run_1/pinout.png
(4 px per um) Pins as bars across the die edge, other pins in grey.
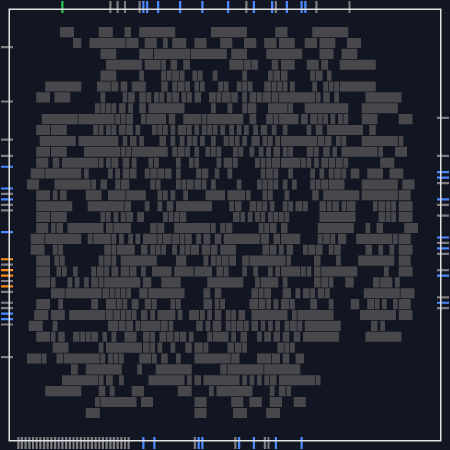
run_1/layers.png
(2 px per um) Two of the layers only.
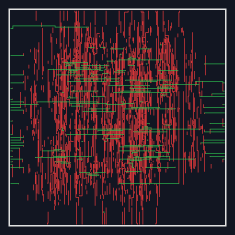
run_1/port_trees.png
(2 px per um)
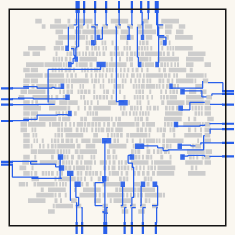
==> src/rtl/bus_timer_pkg.sv <==
// Shared register offsets, state codes and CTRL layout for the bus timer.
package bus_timer_pkg;

  localparam logic [1:0] TC_CTRL   = 2'd0;
  localparam logic [1:0] TC_PRESET = 2'd1;
  localparam logic [1:0] TC_COUNT  = 2'd2;
  localparam logic [1:0] TC_RSVD   = 2'd3;

  localparam logic [1:0] TC_ONESHOT = 2'b00;
  localparam logic [1:0] TC_AUTO    = 2'b01;

  localparam int TC_EN_BIT = 0;
  localparam int TC_IM_BIT = 3;

  typedef enum logic [1:0] {
    TC_IDLE = 2'd0,
    TC_LOAD = 2'd1,
    TC_CNT  = 2'd2,
    TC_INT  = 2'd3
  } tc_state_e;

  // Field order matches the CTRL bit positions: IM=3, MODE=2:1, EN=0.
  typedef struct packed {
    logic       im;
    logic [1:0] mode;
    logic       en;
  } tc_ctrl_t;

endpackage

==> src/rtl/bus_timer_if.sv <==
// M-stage data-bus slice seen by the timer: store/load request plus irq.
interface bus_timer_if;
  logic [31:0] addr;
  logic        we;
  logic [3:0]  byteen;
  logic [31:0] wdata;
  logic [31:0] rdata;
  logic        irq;

  modport master (output addr, we, byteen, wdata, input rdata, irq);
  modport slave  (input addr, we, byteen, wdata, output rdata, irq);
endinterface

==> src/rtl/bus_timer.sv <==
// Memory-mapped 32-bit down-counter with one-shot / auto-reload modes and a
// maskable interrupt. Address window decoding is done by the bridge.
module bus_timer
  import bus_timer_pkg::*;
(
  input  logic        clk,
  input  logic        reset,
  bus_timer_if.slave  bus
);

  tc_ctrl_t    ctrl;
  logic [31:0] preset;
  logic [31:0] count;
  tc_state_e   state;
  logic        irq_flag;

  logic [1:0]  off;
  logic        wr_ctrl_any;
  logic        wr_ctrl_b0;
  logic        wr_preset;
  logic [31:0] ctrl_merged;

  function automatic logic [31:0] merge_bytes(input logic [31:0] old_v,
                                              input logic [31:0] new_v,
                                              input logic [3:0]  be);
    logic [31:0] r;
    r = old_v;
    for (int i = 0; i < 4; i++)
      if (be[i]) r[8*i +: 8] = new_v[8*i +: 8];
    return r;
  endfunction

  assign off         = bus.addr[3:2];
  assign wr_ctrl_any = bus.we && (off == TC_CTRL) && (|bus.byteen);
  // Only lane 0 carries implemented CTRL bits.
  assign wr_ctrl_b0  = bus.we && (off == TC_CTRL) && bus.byteen[0];
  assign wr_preset   = bus.we && (off == TC_PRESET);
  assign ctrl_merged = merge_bytes({28'h0, ctrl}, bus.wdata, bus.byteen);

  logic unused_bits;
  assign unused_bits = ^{bus.addr[31:4], bus.addr[1:0], ctrl_merged[31:4]};

  always_ff @(posedge clk or posedge reset) begin
    if (reset) begin
      ctrl     <= '0;
      preset   <= '0;
      count    <= '0;
      state    <= TC_IDLE;
      irq_flag <= 1'b0;
    end else begin
      if (wr_preset) preset <= merge_bytes(preset, bus.wdata, bus.byteen);

      case (state)
        TC_IDLE: if (ctrl.en) state <= TC_LOAD;
        TC_LOAD: begin
          count <= preset;
          state <= TC_CNT;
        end
        TC_CNT: begin
          if (!ctrl.en) begin
            state <= TC_IDLE;
          end else if (count == 32'd0) begin
            state    <= TC_INT;
            irq_flag <= 1'b1;
          end else begin
            count <= count - 32'd1;
          end
        end
        TC_INT: begin
          if (ctrl.mode == TC_AUTO) begin
            state    <= TC_LOAD;
            irq_flag <= 1'b0;
          end else begin
            ctrl.en <= 1'b0;
            state   <= TC_IDLE;
          end
        end
        default: state <= TC_IDLE;
      endcase

      // Bus stores are placed last so they override the FSM's EN clear and
      // irq_flag set in the same cycle.
      if (wr_ctrl_b0)  ctrl     <= tc_ctrl_t'(ctrl_merged[3:0]);
      if (wr_ctrl_any) irq_flag <= 1'b0;
    end
  end

  assign bus.irq = ctrl.im & irq_flag;

  always_comb begin
    bus.rdata = 32'h0;
    case (off)
      TC_CTRL:   bus.rdata = {28'h0, ctrl};
      TC_PRESET: bus.rdata = preset;
      TC_COUNT:  bus.rdata = count;
      default:   bus.rdata = 32'h0;
    endcase
  end

endmodule
==> src/flat_wrapper.sv <==
// flat-port wrapper written by rule: the top's interface ports become plain ports
module bus_timer_flat import bus_timer_pkg::*;
  (clk, reset, bus_addr, bus_we, bus_byteen, bus_wdata, bus_rdata, bus_irq);
  bus_timer_if bus_i ();
  input  logic clk;
  input  logic reset;
  input wire logic [$bits(bus_i.addr)-1:0] bus_addr;
  input wire logic [$bits(bus_i.we)-1:0] bus_we;
  input wire logic [$bits(bus_i.byteen)-1:0] bus_byteen;
  input wire logic [$bits(bus_i.wdata)-1:0] bus_wdata;
  output wire logic [$bits(bus_i.rdata)-1:0] bus_rdata;
  output wire logic [$bits(bus_i.irq)-1:0] bus_irq;
  assign bus_i.addr = bus_addr;
  assign bus_i.we = bus_we;
  assign bus_i.byteen = bus_byteen;
  assign bus_i.wdata = bus_wdata;
  assign bus_rdata = bus_i.rdata;
  assign bus_irq = bus_i.irq;
  bus_timer u_core (.clk(clk), .reset(reset), .bus(bus_i));
endmodule
==> config.mk <==
export PLATFORM = sky130hd
export DESIGN_NAME = bus_timer_flat
export DESIGN_NICKNAME = d
export VERILOG_FILES = /design/src/rtl/bus_timer_pkg.sv /design/src/rtl/bus_timer_if.sv /design/src/rtl/bus_timer.sv /design/src/flat_wrapper.sv
export SDC_FILE = /design/constraint.sdc
export NUM_CORES = 1
export LEC_CHECK = 0
export ABC_AREA = 1
export CAP_MARGIN = 30
export CORE_MARGIN = 4
export CORE_UTILIZATION = 45
export CTS_BUF_LIST = sky130_fd_sc_hd__clkbuf_8
export DETAILED_ROUTE_END_ITERATION = 12
export GPL_ROUTABILITY_DRIVEN = 0
export GPL_TIMING_DRIVEN = 0
export PLACE_DENSITY = 0.72
export SYNTH_ARGS = -nofsm -noshare
export SYNTH_HDL_FRONTEND = slang
export SYNTH_SLANG_ARGS = --single-unit
==> constraint.sdc <==
create_clock -name clk -period 2.2 [get_ports clk]
set_input_delay 0.22 -clock clk [delete_from_list [all_inputs] [get_ports clk]]
set_output_delay 0.22 -clock clk [all_outputs]
set_load 0.01 [all_outputs]
==> qor.csv, run 1 <==
metric;value;unit
setup_ws;0.0804;ns
logic_gate_count;491;
die_area;11600;um^2
layout_min_cycle_time;2.12;ns
critPathKind;primary input to output port;
seqAreaFraction;31.8;%
syn_avg_cell_area;6.76;um^2
status;complete, no violations;
logic_area;2320;um^2
layout_top_cells;199 x nand2_1, 78 x nor2_1, 73 x inv_1;
cap_viol_max_count;0;
timing.setup.tns;0;ns
largestRegisters;u_core.count x32, u_core.preset x32, u_core.ctrl x4;
nonClkBufAreaFrac;15.3;%
num-nonclk-buffers;96;
finClkSkew;0.0128;ns
yosys_warnings;0;
hold_viol;0;
syn-instance-count;659;
hold_ws;0.284;ns
top_cell;nand2_1;
top_area_cell_class;multi-input combinational cells;
instances_no_fill;880;
mostFrequentLayoutCell;nand2_1;
warnings;60;
Notes on pinout.png above:
[green] reset | pins: 1 | direction: input | edge: north
[blue] bus_rdata | pins: 32 | direction: output | edge: 11 north, 8 south, 7 east, 6 west
[orange] bus_byteen | pins: 4 | direction: input | edge: west
port bufs: 72
Die H: 108 um
Die X: 108 um

Notes on layers.png above:
[green] M3 | wire length: 1,200 um
[red] M2 | wire length: 6,340 um
WL/cell: 15.6 um
GRT Total Usage: 24.3%

Notes on port_trees.png above:
[blue] bus_rdata | direction: output | edge: 11 north, 8 south, 7 east, 6 west | end cells: 32 | wire: 928 um
IO Count: 104

-- run 1: worst max-delay path, cell delays in order --
cell and delay, ns:
clkdlybuf4s50_1 0.52, inv_2 0.11, or2_2 0.35, clkbuf_8 0.21, o211ai_1 0.22, clkdlybuf4s15_2 0.26
-- run 1: layer usage --
layer | share of wire [%] | GRT usage [%] | up-vias
li1 | - | - | 2295
met1 | 43 | 33.2 | 2218
met2 | 46 | 39.4 | 234
met3 | 8.7 | 3.72 | 35
met4 | 2.5 | 8.03 | 0
met5 | 0 | 0 | -
-- run 1: power by group --
group | total (W) | leakage (nW) | switching, W | internal, W
logic | 0.00334 | 1.76 | 0.00215 | 0.00119
clock network | 0.00105 | 0.108 | 0.000513 | 0.000542
registers | 0.00224 | 0.844 | 0.000468 | 0.00178
total | 0.00663 | 2.71 | 0.00313 | 0.00351
run_1/placed.png
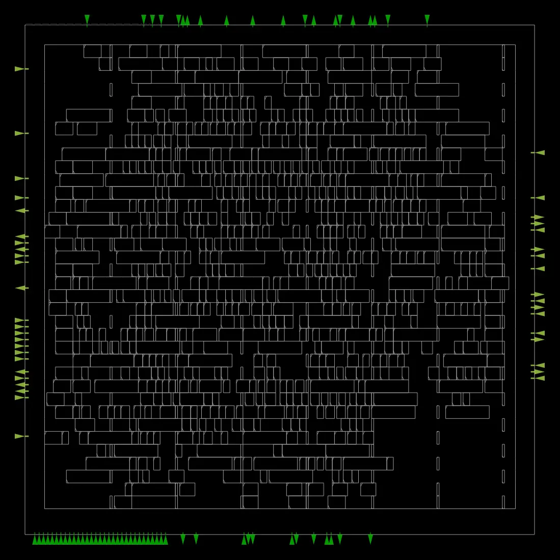

==> run 2, diff against run 1 <==
Settings changed: PLACE_DENSITY 0.72 to 0.75, REMOVE_ABC_BUFFERS set to 1, SLEW_MARGIN set to 5.
Clock period 2.2 ns to 1.7 ns, I/O delays scaled along.
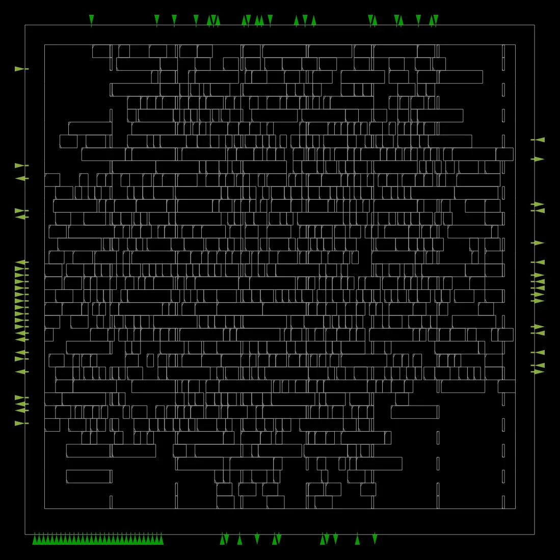
run_2/placed.png
row count: 36
fin cells: 917

==> run 2 against run 1 <==
Effect of this change: the run now ends with setup timing left; sequential share of layout area down 3.2 points; setup slack worse by 0.20 ns; register-to-register slack lost 0.27 ns; combinational power increased by 86%; critical path depth increased by 6; clock skew shrank 0.0010 ns; die size is the same; clock-buffer cell count decreased by 1; synthesized area unchanged; critical path type is now flip-flop to flip-flop; critical endpoint is now u_core.count[12]$_DFFE_PP0P_; largest cell class unchanged.
==> qor.csv, run 2 <==
metric;value;unit;change
top_cell;nand2_1;;
die_area;11600;um^2;unchanged
seq_power_share;28.5;%;-5.3 points
route.antenna.remaining_nets;0;;
syn-instance-count;659;;unchanged
largestRegisters;u_core.count x32, u_core.preset x32, u_core.ctrl x4;;
mostFrequentLayoutCell;nand2_1;;
status;finished, violations left;;
critPathBufInv;2;;-2
routed_wl;16000;um;
syn_avg_cell_area;6.76;um^2;unchanged
hold_ws;0.141;ns;-0.144 ns
violations;setup timing;;
finClkSkew;0.0118;ns;-0.00103 ns
setup_viol;33;;
timing.setup.tns;-1.88;ns;-1.88 ns
p_sw;0.00508;W;+63%
yosys_warnings;0;;unchanged
wl_per_cell;17.4;um;+12%
cap_viol_max_count;0;;unchanged
cp_num_cells;12;;+6
io_pins;104;;unchanged
crit_path_top_delay_cell;dfrtp_1;;
total_power;0.0106;W;
swShare;47.8;%;+0.68 points
critPathKind;flip-flop to flip-flop;;
die_w;108;um;unchanged
fp.dieH;108;um;unchanged
power_frac_comb;58.4;%;+8.1 points
grt_use_total;25.1;%;+0.86 points
setup_ws;-0.116;ns;-0.197 ns
layout_top_cells;173 x nand2_1, 66 x inv_1, 65 x nand3_1;;
max_stage_delay;0.40;ns;-0.12 ns
layout_min_cycle_time;1.82;ns;
place.port_buffers;73;;+1.4%
warnings;60;;unchanged
clockPowerShare;13.1;%;-2.8 points
clock.fmax;551;MHz;
run 2: cell counts after synthesis:
Identical to the previous run, type by type.
run 2: power by group through the flow:
stage	logic, W	clock network [W]	registers, W
final	0.00621	0.00139	0.00303
after global routing	0.00671	0.00146	0.00308
after CTS	0.00479	0.00140	0.00289
after detailed placement	0.00416	0	0.00292
after global placement	0.00376	0	0.00288
after floorplan	0.00288	0	0.00273
run 2: final cells by class:
class                   count  area (um^2)
clock buffers               9          124
clock inverters             7         71.3
fillers                   831         3450
inverters                  73          285
multi-input cells         494         2630
flip-flops and latches     71         1790
well taps                 133          166
repair buffers            129         1200
repair inverters            1         7.51
run 2: layer usage:
layer  vias up  GRT usage, %  wire (um)
met2       353          42.1       7460
met5         -             0          0
met4         0          11.5        930
li1       2379             -          -
met3        82          4.50       1670
met1      2389          31.5       5900
Power is estimated from default activity; no workload was simulated.
